Signal wires on met1:
Scale bar: 20 µm. Cells faint in the background.
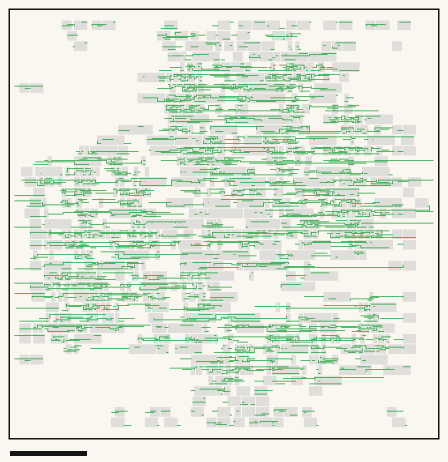
Met2 routing:
Scale bar: 20 µm. Cells faint in the background.
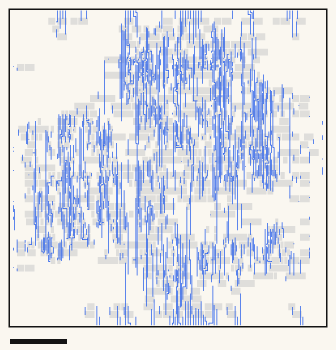
`src/rtl/zspram_pingpong_ctrl_if.sv`:
```
// Bus bundle for zspram_pingpong_ctrl: capture input, SPRAM pair
// port and the drain stream toward the DDR writer.
interface zspram_pingpong_ctrl_if #(
  parameter int AW = 14
);

  logic          iWr_Valid;
  logic [15:0]   iWr_Data;

  logic          oSP_Which;
  logic [AW-1:0] oSP_WrAddr;
  logic [15:0]   oSP_WrData;
  logic          oSP_WrEn;
  logic [AW-1:0] oSP_RdAddr;
  logic          oSP_RdEn;
  logic [15:0]   iSP_RdData;

  logic [15:0]   oOut_Data;
  logic          oOut_Valid;
  logic          iOut_Ready;
  logic          oOut_Last;

  logic          oOverflow;
  logic          oSwap;

  modport master (
    input  iWr_Valid,
    input  iWr_Data,
    output oSP_Which,
    output oSP_WrAddr,
    output oSP_WrData,
    output oSP_WrEn,
    output oSP_RdAddr,
    output oSP_RdEn,
    input  iSP_RdData,
    output oOut_Data,
    output oOut_Valid,
    input  iOut_Ready,
    output oOut_Last,
    output oOverflow,
    output oSwap
  );

  modport slave (
    output iWr_Valid,
    output iWr_Data,
    input  oSP_Which,
    input  oSP_WrAddr,
    input  oSP_WrData,
    input  oSP_WrEn,
    input  oSP_RdAddr,
    input  oSP_RdEn,
    output iSP_RdData,
    input  oOut_Data,
    input  oOut_Valid,
    output iOut_Ready,
    input  oOut_Last,
    input  oOverflow,
    input  oSwap
  );

endinterface

```
`src/rtl/zspram_pingpong_ctrl.sv`:
```
// zspram_pingpong_ctrl: ping-pong capture into an SPRAM pair,
// with a two-entry skid buffer draining the idle bank.
module zspram_pingpong_ctrl #(
  parameter int DEPTH = 16384,
  parameter int AW    = 14
) (
  input  logic                   iClk,
  input  logic                   iRst,
  zspram_pingpong_ctrl_if.master bus
);

  typedef enum logic [1:0] {
    IDLE  = 2'd0,
    DRAIN = 2'd1,
    FLUSH = 2'd2
  } rd_state_e;

  localparam logic [AW-1:0] LAST = AW'(DEPTH - 1);

  logic          which_q;
  logic          which_d;
  logic [AW-1:0] wr_cnt_q;
  logic [AW-1:0] wr_cnt_d;
  logic          wr_full_q;
  logic          wr_full_d;
  logic          ovf_q;
  logic          ovf_d;

  rd_state_e     st_q;
  rd_state_e     st_d;
  logic [AW-1:0] rd_cnt_q;
  logic [AW-1:0] rd_cnt_d;
  logic          inf_q;
  logic          inf_d;
  logic          inf_last_q;
  logic          inf_last_d;

  logic [1:0]    sk_cnt_q;
  logic [1:0]    sk_cnt_d;
  logic [16:0]   sk0_q;
  logic [16:0]   sk0_d;
  logic [16:0]   sk1_q;
  logic [16:0]   sk1_d;

  logic          swap;
  logic          wr_go;
  logic          wr_drop;
  logic          rd_go;
  logic          room;
  logic          push;
  logic          pop;
  logic [2:0]    occ;
  logic [AW-1:0] rd_addr;
  logic [16:0]   rd_word;

  // The swap cycle already reads the freshly filled bank, so the
  // bank select flips combinationally in that cycle.
  assign swap    = wr_full_q & (st_q == IDLE);
  assign wr_go   = bus.iWr_Valid & ~wr_full_q;
  assign wr_drop = bus.iWr_Valid & wr_full_q;

  assign push    = inf_q;
  assign pop     = (sk_cnt_q != 2'd0) & bus.iOut_Ready;
  assign occ     = 3'(sk_cnt_q) + 3'(inf_q);
  assign room    = pop ? (occ <= 3'd2) : (occ <= 3'd1);
  assign rd_go   = (swap | (st_q == DRAIN)) & room;
  assign rd_addr = swap ? '0 : rd_cnt_q;
  assign rd_word = {inf_last_q, bus.iSP_RdData};

  assign bus.oSP_Which  = which_q ^ swap;
  assign bus.oSP_WrEn   = wr_go;
  assign bus.oSP_WrAddr = wr_cnt_q;
  assign bus.oSP_WrData = bus.iWr_Data;
  assign bus.oSP_RdEn   = rd_go;
  assign bus.oSP_RdAddr = rd_addr;
  assign bus.oOut_Valid = (sk_cnt_q != 2'd0);
  assign bus.oOut_Data  = sk0_q[15:0];
  assign bus.oOut_Last  = sk0_q[16] & (sk_cnt_q != 2'd0);
  assign bus.oOverflow  = ovf_q;
  assign bus.oSwap      = swap;

  // Write side: fill the write bank, then refuse words until swap.
  always_comb begin
    wr_cnt_d  = wr_cnt_q;
    wr_full_d = wr_full_q;
    ovf_d     = ovf_q | wr_drop;
    if (wr_go) begin
      if (wr_cnt_q == LAST) begin
        wr_cnt_d  = '0;
        wr_full_d = 1'b1;
      end else begin
        wr_cnt_d  = wr_cnt_q + 1'b1;
      end
    end
    if (swap) begin
      wr_full_d = 1'b0;
    end
  end

  // Read FSM: swap into DRAIN, issue every address, then FLUSH.
  always_comb begin
    st_d       = st_q;
    rd_cnt_d   = rd_cnt_q;
    which_d    = which_q;
    inf_d      = rd_go;
    inf_last_d = rd_go & (rd_addr == LAST);
    unique case (st_q)
      IDLE: begin
        if (swap) begin
          which_d  = ~which_q;
          st_d     = DRAIN;
          rd_cnt_d = rd_go ? AW'(1) : '0;
        end
      end
      DRAIN: begin
        if (rd_go) begin
          if (rd_cnt_q == LAST) begin
            rd_cnt_d = '0;
            st_d     = FLUSH;
          end else begin
            rd_cnt_d = rd_cnt_q + 1'b1;
          end
        end
      end
      FLUSH: begin
        if ((sk_cnt_q == 2'd0) && !inf_q) begin
          st_d = IDLE;
        end
      end
      default: begin
        st_d = IDLE;
      end
    endcase
  end

  // Skid buffer: entry 0 is the head presented on the stream.
  always_comb begin
    sk_cnt_d = sk_cnt_q;
    sk0_d    = sk0_q;
    sk1_d    = sk1_q;
    case ({push, pop})
      2'b11: begin
        if (sk_cnt_q == 2'd1) begin
          sk0_d = rd_word;
        end else begin
          sk0_d = sk1_q;
          sk1_d = rd_word;
        end
      end
      2'b01: begin
        sk0_d    = sk1_q;
        sk_cnt_d = sk_cnt_q - 2'd1;
      end
      2'b10: begin
        if (sk_cnt_q == 2'd0) begin
          sk0_d = rd_word;
        end else begin
          sk1_d = rd_word;
        end
        sk_cnt_d = sk_cnt_q + 2'd1;
      end
      default: begin
      end
    endcase
  end

  // State registers; reset also discards any read in flight.
  always_ff @(posedge iClk) begin
    if (iRst) begin
      which_q    <= 1'b0;
      wr_cnt_q   <= '0;
      wr_full_q  <= 1'b0;
      ovf_q      <= 1'b0;
      st_q       <= IDLE;
      rd_cnt_q   <= '0;
      inf_q      <= 1'b0;
      inf_last_q <= 1'b0;
      sk_cnt_q   <= 2'd0;
      sk0_q      <= '0;
      sk1_q      <= '0;
    end else begin
      which_q    <= which_d;
      wr_cnt_q   <= wr_cnt_d;
      wr_full_q  <= wr_full_d;
      ovf_q      <= ovf_d;
      st_q       <= st_d;
      rd_cnt_q   <= rd_cnt_d;
      inf_q      <= inf_d;
      inf_last_q <= inf_last_d;
      sk_cnt_q   <= sk_cnt_d;
      sk0_q      <= sk0_d;
      sk1_q      <= sk1_d;
    end
  end

endmodule

```
`src/flat_wrapper.sv`:
```
// flat-port wrapper written by rule: the top's interface ports become plain ports
module zspram_pingpong_ctrl_flat 
#(
  parameter int DEPTH = 16384,
  parameter int AW    = 14
)
  (iClk, iRst, bus_iWr_Valid, bus_iWr_Data, bus_oSP_Which, bus_oSP_WrAddr, bus_oSP_WrData, bus_oSP_WrEn, bus_oSP_RdAddr, bus_oSP_RdEn, bus_iSP_RdData, bus_oOut_Data, bus_oOut_Valid, bus_iOut_Ready, bus_oOut_Last, bus_oOverflow, bus_oSwap);
  zspram_pingpong_ctrl_if #(.AW(AW)) bus_i ();
  input  logic iClk;
  input  logic iRst;
  input wire logic [$bits(bus_i.iWr_Valid)-1:0] bus_iWr_Valid;
  input wire logic [$bits(bus_i.iWr_Data)-1:0] bus_iWr_Data;
  output wire logic [$bits(bus_i.oSP_Which)-1:0] bus_oSP_Which;
  output wire logic [$bits(bus_i.oSP_WrAddr)-1:0] bus_oSP_WrAddr;
  output wire logic [$bits(bus_i.oSP_WrData)-1:0] bus_oSP_WrData;
  output wire logic [$bits(bus_i.oSP_WrEn)-1:0] bus_oSP_WrEn;
  output wire logic [$bits(bus_i.oSP_RdAddr)-1:0] bus_oSP_RdAddr;
  output wire logic [$bits(bus_i.oSP_RdEn)-1:0] bus_oSP_RdEn;
  input wire logic [$bits(bus_i.iSP_RdData)-1:0] bus_iSP_RdData;
  output wire logic [$bits(bus_i.oOut_Data)-1:0] bus_oOut_Data;
  output wire logic [$bits(bus_i.oOut_Valid)-1:0] bus_oOut_Valid;
  input wire logic [$bits(bus_i.iOut_Ready)-1:0] bus_iOut_Ready;
  output wire logic [$bits(bus_i.oOut_Last)-1:0] bus_oOut_Last;
  output wire logic [$bits(bus_i.oOverflow)-1:0] bus_oOverflow;
  output wire logic [$bits(bus_i.oSwap)-1:0] bus_oSwap;
  assign bus_i.iWr_Valid = bus_iWr_Valid;
  assign bus_i.iWr_Data = bus_iWr_Data;
  assign bus_oSP_Which = bus_i.oSP_Which;
  assign bus_oSP_WrAddr = bus_i.oSP_WrAddr;
  assign bus_oSP_WrData = bus_i.oSP_WrData;
  assign bus_oSP_WrEn = bus_i.oSP_WrEn;
  assign bus_oSP_RdAddr = bus_i.oSP_RdAddr;
  assign bus_oSP_RdEn = bus_i.oSP_RdEn;
  assign bus_i.iSP_RdData = bus_iSP_RdData;
  assign bus_oOut_Data = bus_i.oOut_Data;
  assign bus_oOut_Valid = bus_i.oOut_Valid;
  assign bus_i.iOut_Ready = bus_iOut_Ready;
  assign bus_oOut_Last = bus_i.oOut_Last;
  assign bus_oOverflow = bus_i.oOverflow;
  assign bus_oSwap = bus_i.oSwap;
  zspram_pingpong_ctrl #(.DEPTH(DEPTH), .AW(AW)) u_core (.iClk(iClk), .iRst(iRst), .bus(bus_i));
endmodule
```
`config.mk`:
```
export PLATFORM = sky130hd
export DESIGN_NAME = zspram_pingpong_ctrl_flat
export DESIGN_NICKNAME = d
export VERILOG_FILES = /design/src/rtl/zspram_pingpong_ctrl_if.sv /design/src/rtl/zspram_pingpong_ctrl.sv /design/src/flat_wrapper.sv
export SDC_FILE = /design/constraint.sdc
export NUM_CORES = 1
export LEC_CHECK = 0
export ABC_AREA = 1
export CORE_MARGIN = 2
export CORE_UTILIZATION = 35
export CTS_CLUSTER_DIAMETER = 150
export DETAILED_ROUTE_END_ITERATION = 8
export GPL_TIMING_DRIVEN = 0
export PLACE_DENSITY = 0.7
export SETUP_SLACK_MARGIN = 0.15
export SYNTH_ARGS = -nofsm -noshare
export SYNTH_HDL_FRONTEND = slang
export SYNTH_SLANG_ARGS = --single-unit
```
`constraint.sdc`:
```
create_clock -name iClk -period 2.3 [get_ports iClk]
set_input_delay 0.46 -clock iClk [delete_from_list [all_inputs] [get_ports iClk]]
set_output_delay 0.46 -clock iClk [all_outputs]
set_load 0.01 [all_outputs]
```
==> run_results.csv <==
group,metric,value,unit
outcome,run_status,"complete, no violations",
hold_path,worstHoldStart,"u_core.st_q[0]$_SDFFE_PP0P_",
placement,io_buffer_count,85,
floorplanning,die_width,111,µm
synthesis,enable_flop_cells,0,
floorplanning,dieHeight,111,µm
sta,timing_max_transition_violations_final,0,
sta,finalWorstSetupSlack,0.196,ns
routing,avgRoutedWirePerCell,13.1,µm
worst_setup_path,timing.reg2reg.setup_slack,0.30,ns
final_layout,fraction_of_layout_cells_with_a_size_suffix_above_1,16.3,%
routing,post_drt_via_cell_ratio,4.94,
final_layout,num-nets-final,739,
worst_setup_path,timing.critical_path.max_delay_family,"adder cells",
sta,maxClockFrequency,475,MHz
sta,finalClockPeriodUsage,91.5,%
cts,path_clk_slew,0.06,ns
final_layout,final_cell_mix,"92 x sky130_fd_sc_hd__nand2_1, 86 x sky130_fd_sc_hd__inv_1, 70 x sky130_fd_sc_hd__clkdlybuf4s50_1",
worst_setup_path,list_of_cells_traversed_by_the_critical_path,"ha_4 -> inv_2 -> ha_4 -> inv_2 -> nor2_2 -> nand3_2 -> nand2_2 -> nand2_4 -> inv_2 -> buf_6",
synthesis,synth-async-reset-ratio,0,%
pwr,power,3.12,mW
hold_path,min_to,"u_core.st_q[0]$_SDFFE_PP0P_",
synthesis,topCombFamilyByArea,"simple AND/OR/NAND/NOR gates",
synthesis,ys_types,36,
grt,grt.total_usage,17.9,%
synthesis,yosys_cells,592,
synthesis,ys_sh_simple,23.6,%
synthesis,aoi_share,19.2,%
grt,pin_count_of_the_biggest_net_entering_global_routing,13,
floorplanning,floorplan.core_area,0.0113,mm²
synthesis,synth_sequential_area_ratio,35.2,%
sta,tns,0,ns
synthesis,synth.top_cells.by_count,"94 x sky130_fd_sc_hd__nand2_1, 91 x sky130_fd_sc_hd__inv_1, 71 x sky130_fd_sc_hd__dfxtp_1",
worst_setup_path,cp_common_cell,"sky130_fd_sc_hd__inv_2",
synthesis,synth_nets,638,
final_layout,mostFrequentLayoutCell,"sky130_fd_sc_hd__nand2_1",
worst_setup_path,crit_path_start_kind,"register",
final_layout,layout.core_utilization,48.5,%
floorplanning,floorplanUtilization,35.7,%
routing,drtPass1Iterations,6,
worst_setup_path,setup.worst_path.end_class,"output port",
synthesis,top_ff_cell_synth,"sky130_fd_sc_hd__dfxtp_1",
worst_setup_path,worstSetupPathDepth,10,
cts,ctsLongestPathBuffers,2,
sta,rsz_0062_raised_after_global_routing,"yes",
synthesis,yosys.area_share.adder,3.10,%
worst_setup_path,arrival,1.64,ns
synthesis,post_synth_xor_area_fraction,1.08,%
cts,number_of_buffers_inserted_during_clock_tree_synthesis,9,
final_layout,antenna-diode-count,0,
worst_setup_path,critPathSlowestCell,"sky130_fd_sc_hd__dfxtp_2",
job,stage_log_warnings,32,
worst_setup_path,crit_fanout,3,
synthesis,syn-cell-area,0.00404,mm²
cts,tritoncts,"done",
worst_setup_path,critical_path.endpoint,"bus_oSP_RdEn",
cts,clk_root_buffer_cell,"sky130_fd_sc_hd__clkbuf_16",
synthesis,synthMostInstantiatedCell,"sky130_fd_sc_hd__nand2_1",
Notes on 'signal wires on met1' above:
The layer holds 44% of the routed length. The longest straight run is 30.8 µm. 675 nets have wire on it.

Notes on 'met2 routing' above:
607 nets have wire on it. The layer holds 48% of the routed length. The wires run mostly vertical.
total via count in the routed design: 4,157
GRT met2 Usage: 29.1%
total detailed-routing wirelength: 11,000 µm

power by group:
part / switching [mW] / total, mW / internal [mW]
registers: 0.0241 / 1.29 / 1.27
clock network: 0.536 / 1.32 / 0.784
logic: 0.250 / 0.504 / 0.254
kinds of logic (layout without fill, tap and decap cells):
family / Yosys count / after routing
flip-flops: 71 / 71
adder cells (fa/ha/maj): 10 / 10
AND-OR/OR-AND: 143 / 143
AND/OR/NAND/NOR: 209 / 209
buffers and inverters: 154 / 260
XOR/XNOR: 5 / 5
per-layer routing:
metal / vias to the layer above / routed length [µm] / global-route usage (%)
li1: 2086 / - / -
met2: 154 / 5290 / 29.1
met5: - / 0 / 0
met3: 18 / 661 / 4.35
met4: 0 / 184 / 7.16
met1: 1899 / 4870 / 22.9
sequential cells by signal (all words and copies together) (netlist names):
name	cells
u_core.sk0_q	17
u_core.inf_q	1
u_core.rd_cnt_q	14
u_core.which_q	1
u_core.bus.oOverflow	1
u_core.st_q	2
u_core.bus.oSP_WrAddr	14
u_core.sk1_q	17
u_core.inf_last_q	1
u_core.wr_full_q	1
u_core.sk_cnt_q	2
what timing repair did:
action                                  4_1_cts  5_1_grt
setup buffers                                 3        2
pin swaps                                     3        7
resized                                      44       19
hold endpoints to repair                      0        0
endpoints found under the setup margin       55       32
final cells by class:
cell class                 instances  area (µm²)
buffer                            56         373
tap                              143         179
clock inverter                     5        32.5
multi-input combinational        367        1980
timing repair buffer              90         876
sequential                        71        1430
fill                            1120        5830
inverter                          98         378
clock buffer                      11         253
Power and IR drop assume default switching activity.
